<file path="src/rtl/pipe_hazard_ctrl_pkg.sv">
// ---------------------------------------------------------------------------
// pipe_hazard_ctrl_pkg
//   Shared definitions for the pipeline hazard scheduler:
//   - FSM state encodings (RUN / MEM_WAIT / MEM_ERR)
//   - the architectural zero register index
//   - the bundle of pipeline control outputs and its canonical values
//   - a small helper for register-match detection
// ---------------------------------------------------------------------------
package pipe_hazard_ctrl_pkg;

   typedef enum logic [1:0] {
      ST_RUN      = 2'd0,
      ST_MEM_WAIT = 2'd1,
      ST_MEM_ERR  = 2'd2
   } state_e;

   // x0 is hardwired to zero, so a load into it never creates a dependency.
   localparam logic [4:0] REG_X0 = 5'd0;

   // Pipeline control outputs, grouped so each priority level is one constant.
   typedef struct packed {
      logic pc_write;
      logic if_id_write;
      logic if_id_flush;
      logic id_ex_bubble;
      logic pipe_hold;
   } ctl_t;

   // Held in reset: nothing advances, both front registers load NOPs.
   localparam ctl_t CTL_RESET = '{pc_write: 1'b0, if_id_write: 1'b0,
                                  if_id_flush: 1'b1, id_ex_bubble: 1'b1,
                                  pipe_hold: 1'b0};
   // Terminal error: the whole pipe is frozen.
   localparam ctl_t CTL_FROZEN = '{pc_write: 1'b0, if_id_write: 1'b0,
                                   if_id_flush: 1'b0, id_ex_bubble: 1'b0,
                                   pipe_hold: 1'b1};
   // Data memory busy: everything holds, no flush or bubble.
   localparam ctl_t CTL_MEM_HOLD = '{pc_write: 1'b0, if_id_write: 1'b0,
                                     if_id_flush: 1'b0, id_ex_bubble: 1'b0,
                                     pipe_hold: 1'b1};
   // Mispredict: redirect the PC and squash IF/ID and ID/EX.
   localparam ctl_t CTL_REDIRECT = '{pc_write: 1'b1, if_id_write: 1'b1,
                                     if_id_flush: 1'b1, id_ex_bubble: 1'b1,
                                     pipe_hold: 1'b0};
   // Load-use: keep PC and IF/ID, insert a bubble into EX.
   localparam ctl_t CTL_LOAD_USE = '{pc_write: 1'b0, if_id_write: 1'b0,
                                     if_id_flush: 1'b0, id_ex_bubble: 1'b1,
                                     pipe_hold: 1'b0};
   // Normal flow.
   localparam ctl_t CTL_RUN = '{pc_write: 1'b1, if_id_write: 1'b1,
                                if_id_flush: 1'b0, id_ex_bubble: 1'b0,
                                pipe_hold: 1'b0};

   // True when a source operand is actually read and names register rd.
   function automatic logic reg_hit(input logic       used,
                                    input logic [4:0] rs,
                                    input logic [4:0] rd);
      return used && (rs == rd);
   endfunction

endpackage

</file>
<file path="src/rtl/pipe_hazard_ctrl_sat_counter.sv">
// ---------------------------------------------------------------------------
// sat_counter
//   Up-counter that sticks at all-ones instead of wrapping.
//   Ports:
//     clk    rising-edge clock
//     rst_n  asynchronous active-low reset, clears the count
//     inc    count enable for this cycle
//     q      current count (W bits)
// ---------------------------------------------------------------------------
module sat_counter #(
   parameter int W = 16
) (
   input  logic         clk,
   input  logic         rst_n,
   input  logic         inc,
   output logic [W-1:0] q
);

   localparam logic [W-1:0] CNT_MAX = {W{1'b1}};

   logic [W-1:0] cnt_q;
   logic [W-1:0] cnt_d;

   always_comb begin
      cnt_d = cnt_q;
      if (inc && (cnt_q != CNT_MAX)) begin
         cnt_d = cnt_q + W'(1);
      end
   end

   always_ff @(posedge clk or negedge rst_n) begin
      if (!rst_n) begin
         cnt_q <= '0;
      end else begin
         cnt_q <= cnt_d;
      end
   end

   assign q = cnt_q;

endmodule

</file>
<file path="src/rtl/pipe_hazard_ctrl.sv">
// ---------------------------------------------------------------------------
// pipe_hazard_ctrl
//   Hazard scheduler for the 5-stage pipeline around the ID decoder.
//   Detects load-use hazards (one-cycle bubble), squashes IF/ID and ID/EX on
//   an EX mispredict, freezes the pipe while data memory is busy (with a
//   timeout into a sticky error state), and keeps saturating stall/flush
//   counters. Control outputs are combinational from state and inputs.
//
//   Ports:
//     clk, rst_n                      clock, async active-low reset
//     id_rs1/id_rs2, *_used           source registers of the ID instruction
//     ex_memread, ex_rd               load in EX and its destination
//     ex_mispredict                   EX resolved a wrong fetch path
//     mem_req, dmem_ready             MEM stage access and its completion
//     pc_write, if_id_write           PC / IF/ID enables
//     if_id_flush, id_ex_bubble       NOP injection into IF/ID / ID/EX
//     pipe_hold                       freeze ID/EX, EX/MEM, MEM/WB
//     mem_err                         sticky data-memory timeout flag
//     stall_cycles, flush_count       saturating performance counters
// ---------------------------------------------------------------------------
module pipe_hazard_ctrl
   import pipe_hazard_ctrl_pkg::*;
#(
   parameter int MEM_TIMEOUT = 64,
   parameter int TO_W        = 7,
   parameter int CNT_W       = 16
) (
   input  logic             clk,
   input  logic             rst_n,
   input  logic [4:0]       id_rs1,
   input  logic [4:0]       id_rs2,
   input  logic             id_rs1_used,
   input  logic             id_rs2_used,
   input  logic             ex_memread,
   input  logic [4:0]       ex_rd,
   input  logic             ex_mispredict,
   input  logic             mem_req,
   input  logic             dmem_ready,
   output logic             pc_write,
   output logic             if_id_write,
   output logic             if_id_flush,
   output logic             id_ex_bubble,
   output logic             pipe_hold,
   output logic             mem_err,
   output logic [CNT_W-1:0] stall_cycles,
   output logic [CNT_W-1:0] flush_count
);

   localparam logic [TO_W-1:0] TO_MAX = TO_W'(MEM_TIMEOUT);

   state_e          state_q;
   state_e          state_d;
   logic [TO_W-1:0] to_cnt_q;
   logic [TO_W-1:0] to_cnt_d;

   logic mem_stall;
   logic load_use;
   logic flush_evt;
   logic stall_evt;
   ctl_t ctl;

   // ------------------------------------------------------------------
   // Hazard detection
   // ------------------------------------------------------------------
   always_comb begin
      mem_stall = mem_req && !dmem_ready;
      load_use  = ex_memread && (ex_rd != REG_X0) &&
                  (reg_hit(id_rs1_used, id_rs1, ex_rd) ||
                   reg_hit(id_rs2_used, id_rs2, ex_rd));
   end

   // ------------------------------------------------------------------
   // Output priority. A memory stall masks mispredict and load-use because
   // EX is frozen and presents the same instruction again on release.
   // A mispredict masks load-use because the dependent ID instruction is
   // squashed anyway.
   // ------------------------------------------------------------------
   always_comb begin
      ctl       = CTL_RUN;
      flush_evt = 1'b0;
      if (!rst_n) begin
         ctl = CTL_RESET;
      end else if (state_q == ST_MEM_ERR) begin
         ctl = CTL_FROZEN;
      end else if (mem_stall) begin
         ctl = CTL_MEM_HOLD;
      end else if (ex_mispredict) begin
         ctl       = CTL_REDIRECT;
         flush_evt = 1'b1;
      end else if (load_use) begin
         ctl = CTL_LOAD_USE;
      end
   end

   // ------------------------------------------------------------------
   // FSM and timeout counter next-state
   // ------------------------------------------------------------------
   always_comb begin
      state_d  = state_q;
      to_cnt_d = to_cnt_q;
      case (state_q)
         ST_RUN: begin
            if (mem_stall) begin
               state_d  = ST_MEM_WAIT;
               to_cnt_d = TO_W'(1);
            end
         end
         ST_MEM_WAIT: begin
            // Release whenever the stall condition is gone; the release
            // cycle itself is serviced normally by the priority logic.
            if (!mem_stall) begin
               state_d  = ST_RUN;
               to_cnt_d = '0;
            end else if (to_cnt_q == TO_MAX) begin
               state_d = ST_MEM_ERR;
            end else begin
               to_cnt_d = to_cnt_q + TO_W'(1);
            end
         end
         ST_MEM_ERR: begin
            state_d = ST_MEM_ERR;
         end
         default: begin
            state_d  = ST_RUN;
            to_cnt_d = '0;
         end
      endcase
   end

   always_ff @(posedge clk or negedge rst_n) begin
      if (!rst_n) begin
         state_q  <= ST_RUN;
         to_cnt_q <= '0;
      end else begin
         state_q  <= state_d;
         to_cnt_q <= to_cnt_d;
      end
   end

   // ------------------------------------------------------------------
   // Outputs
   // ------------------------------------------------------------------
   assign pc_write     = ctl.pc_write;
   assign if_id_write  = ctl.if_id_write;
   assign if_id_flush  = ctl.if_id_flush;
   assign id_ex_bubble = ctl.id_ex_bubble;
   assign pipe_hold    = ctl.pipe_hold;
   assign mem_err      = rst_n && (state_q == ST_MEM_ERR);

   // ------------------------------------------------------------------
   // Performance counters
   // ------------------------------------------------------------------
   assign stall_evt = rst_n && !ctl.pc_write;

   sat_counter #(
      .W (CNT_W)
   ) u_stall_cnt (
      .clk   (clk),
      .rst_n (rst_n),
      .inc   (stall_evt),
      .q     (stall_cycles)
   );

   sat_counter #(
      .W (CNT_W)
   ) u_flush_cnt (
      .clk   (clk),
      .rst_n (rst_n),
      .inc   (flush_evt),
      .q     (flush_count)
   );

endmodule

</file>
<file path="config.mk">
export PLATFORM = sky130hd
export DESIGN_NAME = pipe_hazard_ctrl
export DESIGN_NICKNAME = d
export VERILOG_FILES = /design/src/rtl/pipe_hazard_ctrl_pkg.sv /design/src/rtl/pipe_hazard_ctrl_sat_counter.sv /design/src/rtl/pipe_hazard_ctrl.sv
export SDC_FILE = /design/constraint.sdc
export NUM_CORES = 1
export LEC_CHECK = 0
export CORE_AREA = 2 2 74 83
export DETAILED_ROUTE_END_ITERATION = 12
export DIE_AREA = 0 0 76 85
export GPL_ROUTABILITY_DRIVEN = 1
export GPL_TIMING_DRIVEN = 0
export HOLD_SLACK_MARGIN = 0.12
export PLACE_DENSITY = 0.73
export RECOVER_POWER = 25
export SLEW_MARGIN = 20
export SYNTH_ARGS = -nofsm -noshare
export SYNTH_HDL_FRONTEND = slang
export SYNTH_HIERARCHICAL = 1
export SYNTH_SLANG_ARGS = --single-unit
</file>
<file path="constraint.sdc">
create_clock -name clk -period 3.6 [get_ports clk]
set_input_delay 1.08 -clock clk [delete_from_list [all_inputs] [get_ports clk]]
set_output_delay 1.08 -clock clk [all_outputs]
set_load 0.1 [all_outputs]
</file>
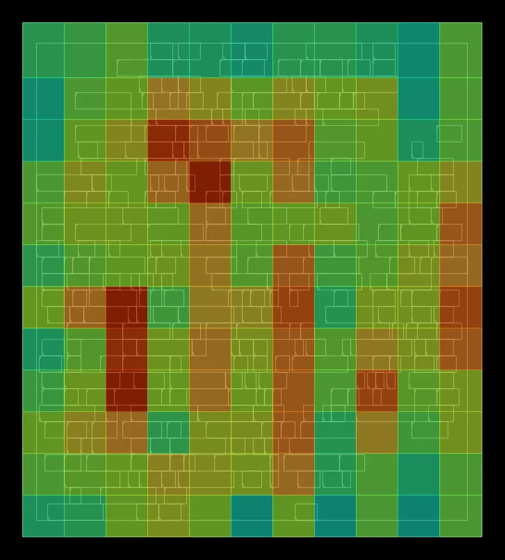
Fig. 1. Track usage over the die.
Tot GR Track Use: 18.34%
final standard cell utilization of the core: 60.38%
wire length per cell after detailed routing: 15.58 um

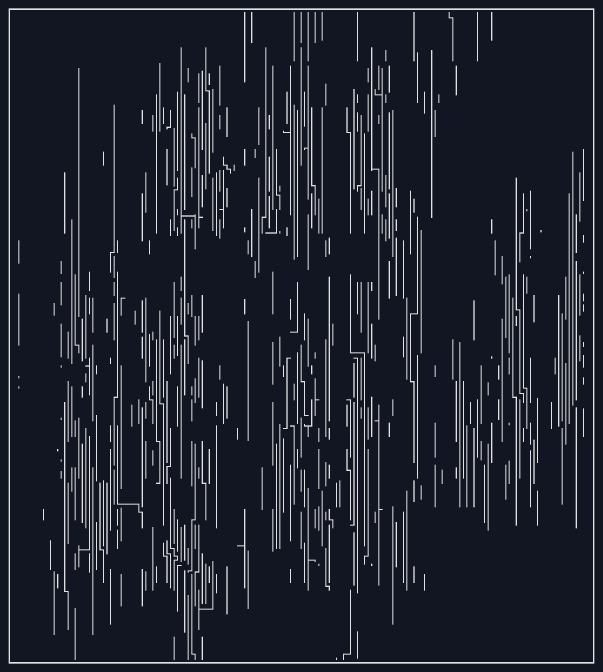
Fig. 2. Metal 2.
wire length on this layer: 2960 um
longest straight run: 33.0 um
share of all routed wire: 51%
main direction: vertical
nets with wire on the layer: 298

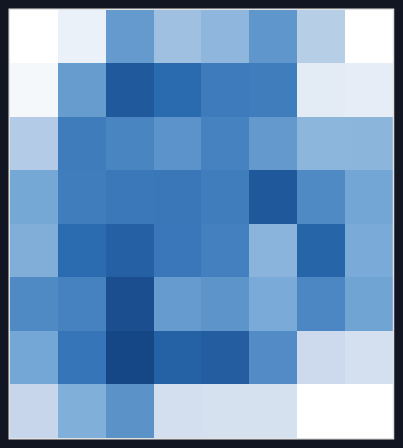
Fig. 3. Placement density heat map.
8 x 8 tiles, from white (low) to dark blue (high), 0 to 100% covered.
fullest tile: 91%
mean over tiles: 51%
tiles over 75% full: 16%

==> metrics.yaml <==
setup_path:
  timing_worst_setup_path_type: "input port to primary output"
  crit_path_dat_ps: 2540
  critPathBufInv: 3
  critical_path.max_fanout: 3
  startpoint_type: "input port"
  timing.critical_path.slowest_stage_cell: "sky130_fd_sc_hd__o311a_4"
  critical_path.cell_chain: "buf_2, xor2_1, nor4_2, a32oi_2, o311a_4, buf_8, buf_12"
  slowest_delay_ps: 410
  worst_setup_path_end_kind: "primary output"
  cp_top_family: "AND-OR/OR-AND gates"
global_routing:
  overflow: 0
  antenna_found_initial: 0
  first_global_vias: 2083
  grt_start_max_net_pins: 33
  grt_pass1_wl_mm: 9.673
place:
  globalplace.congestion: 0.7755
  place.port_buffers: 60
  dp_hpwl_mm: 4.358
layout:
  layout.cells.most_common: "sky130_fd_sc_hd__dfrtp_1"
  fillerInstances: 489
  logic_area_sq_um: 1461
  fraction_of_final_layout_cells_with_drive_strength_greater_than_1_pct: 21.48
  final_cell_mix: "sky130_fd_sc_hd__dfrtp_1 (41), sky130_fd_sc_hd__clkdlybuf4s50_1 (39), sky130_fd_sc_hd__nand2_1 (18)"
  register_area_sq_um: 1026
  num_antenna_cells: 0
  area_delta_synth_final_pct: 38.82
  finalNetCount: 324
  layoutNonFillerInstCount: 375
run_status:
  violations: "negative setup slack"
  status: "complete, but fails checks"
timing:
  worstMarginPinSlew_ps: 987.6
  min_period_ps: 3617
  post-route-worst-setup-slack_ps: -16.66
  setup_viol: 2
  period_used_pct: 100.5
  clock_skew_ps: 8.650
  report.final.slew_viol_count: 0
clock_tree:
  ctsResizeCount: 96
  worst_skew_pair.late_latency_ps: 290
  htree_num_levels: 2
  cts.path.max_buffers: 2
  postCtsSetupRepairBufs: 3
  cts.hold.buffers_added: 0
  clk_pin_slew_worst_paths_ps: 90
  cts.sinks: 41
  clock-root-buffer: "sky130_fd_sc_hd__clkbuf_8"
logic_synthesis:
  mean_post_synth_cell_area_sq_um: 10.82
  synth-seq-area-share_pct: 41.94
  synth.yosys.warnings: 6
  synth_area_sq_um: 2446
  postSynthRegisterBits: 41
  synth_cell_type_count: 47
  synth_top_cell_by_area: "sky130_fd_sc_hd__dfrtp_1"
  area_reported_by_yosys_stat_sq_um: 2446
  post_synth_inst_count: 226
  netlist_top_cells_area: "sky130_fd_sc_hd__dfrtp_1 (42%), sky130_fd_sc_hd__xnor2_1 (5.0%), sky130_fd_sc_hd__xor2_1 (5.0%), sky130_fd_sc_hd__nand4_1 (4.1%), sky130_fd_sc_hd__nor4_4 (3.5%)"
  ys_cells: 226
  netlist.top_cell.by_instances: "sky130_fd_sc_hd__dfrtp_1"
  netlist_top_cells_count: "sky130_fd_sc_hd__dfrtp_1 (41), sky130_fd_sc_hd__nand2_1 (18), sky130_fd_sc_hd__nand4_1 (16)"
  synth.top_cell.area_share_pct: 41.94
  synth-main-ff-cell: "sky130_fd_sc_hd__dfrtp_1"
  synth-async-reset-ratio_pct: 100.0
power:
  power-per-cell-area_nw_per_um2: 522.6
  peakVddDrop_mv: 0.6276
  p_clk_uw: 389
  p_comb_uw: 768
  power.largest_group: "combinational logic"
  int_power_uw: 941.8
  share_clk_of_total_power_pct: 21.9
  power_sequential_uw: 617
job:
  log.warning_count: 29
  max_cap_viol_count: 0
worst_hold_path:
  hold_class: "flip-flop to flip-flop"
floorplanning:
  floorplan.core_area_sq_um: 5624
  die_w_um: 76
  floorplan.core_util_pct: 43.49
  die_h_um: 85
  io_pins: 61
  row_count: 29
  die-area_sq_um: 6460
drt:
  drt.antenna.violating_nets: 0
  drt-total-wl_mm: 5.842
  first_iter_violations: 72
  detail_route.vias_per_cell: 5.608
  detailedRoute.firstPassIterationCount: 4
  drc_errors: 0
  num_vias: 2103
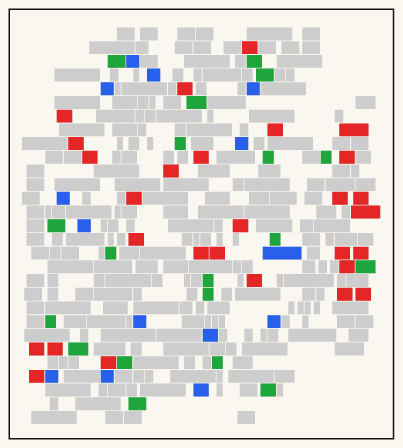
Fig. 4. Selected gate families.
[red] XOR/XNOR gates | cells: 28 | most used: xnor2_1
[green] AND and OR gates | cells: 19 | most used: and3_1
[blue] AND-OR and OR-AND gates | cells: 14 | most used: o21a_1

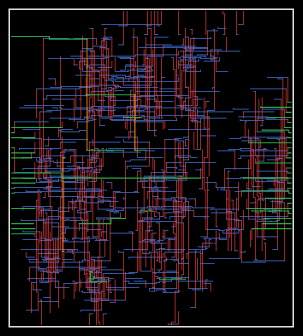
Fig. 5. Wiring by layer.
[green] met3 | wire length: 347 um
[blue] met1 | wire length: 2460 um
[orange] met4 | wire length: 70.0 um
[red] met2 | wire length: 2960 um

[metal layers]
metal / GRT usage, % / vias up / routed length, um
met5: 0 / - / 0
met4: 6.281 / 0 / 70
met3: 5.319 / 6 / 346
met2: 32.79 / 59 / 2963
met1: 21.16 / 1033 / 2461
li1: - / 1005 / -
[through the flow]
stage	utilization, %	setup TNS [ps]	setup WS [ps]	power, mW	area [sq um]
final	60.38	-24.74	-16.66	1.775	3396
after global routing	60.38	-127.9	-67.94	1.850	3396
after CTS	60.20	0	0.3328	1.785	3386
after detailed placement	56.86	-16810	-1386	1.383	3198
after global placement	56.60	-50430	-2259	1.373	3183
after floorplan	-	-55.46	-55.46	1.167	2486
[cell families after synthesis]
family / count (synthesis) / share of synthesized area (%)
flip-flops: 41 / 41.94
AND-OR/OR-AND: 50 / 14.94
buffers and inverters: 10 / 2.302
multiplexers: 2 / 0.9207
adder cells (fa/ha/maj): 4 / 2.046
XOR/XNOR: 28 / 10.03
AND/OR/NAND/NOR: 91 / 27.83
[layout make-up]
class | count | share of cell area [%]
plain buffers | 4 | 1.216
repair buffers | 64 | 18.50
inverters | 6 | 0.6632
flip-flops and latches | 41 | 30.21
clock inverters | 2 | 1.105
clock buffers | 6 | 2.432
well taps | 77 | 2.837
multi-input cells | 175 | 43.04
[path summary, 6_finish.rpt]
check / slack, ps / endpoint / cells after the start / startpoint
setup / recovery: -20 / pc_write / 7 / ex_rd[4]
hold / removal: 530 / u_flush_cnt/q[15] / 1 / u_flush_cnt/q[15]
setup reg to reg: 1320 / u_flush_cnt/q[5] / 8 / state_q[0]
hold reg to reg: 530 / u_flush_cnt/q[15] / 1 / u_flush_cnt/q[15]
max in group asynchronous: 2400 / u_stall_cnt/q[1] / 2 / rst_n
min in group asynchronous: 700 / u_flush_cnt/q[10] / 1 / rst_n
Power is estimated from default activity; no workload was simulated.
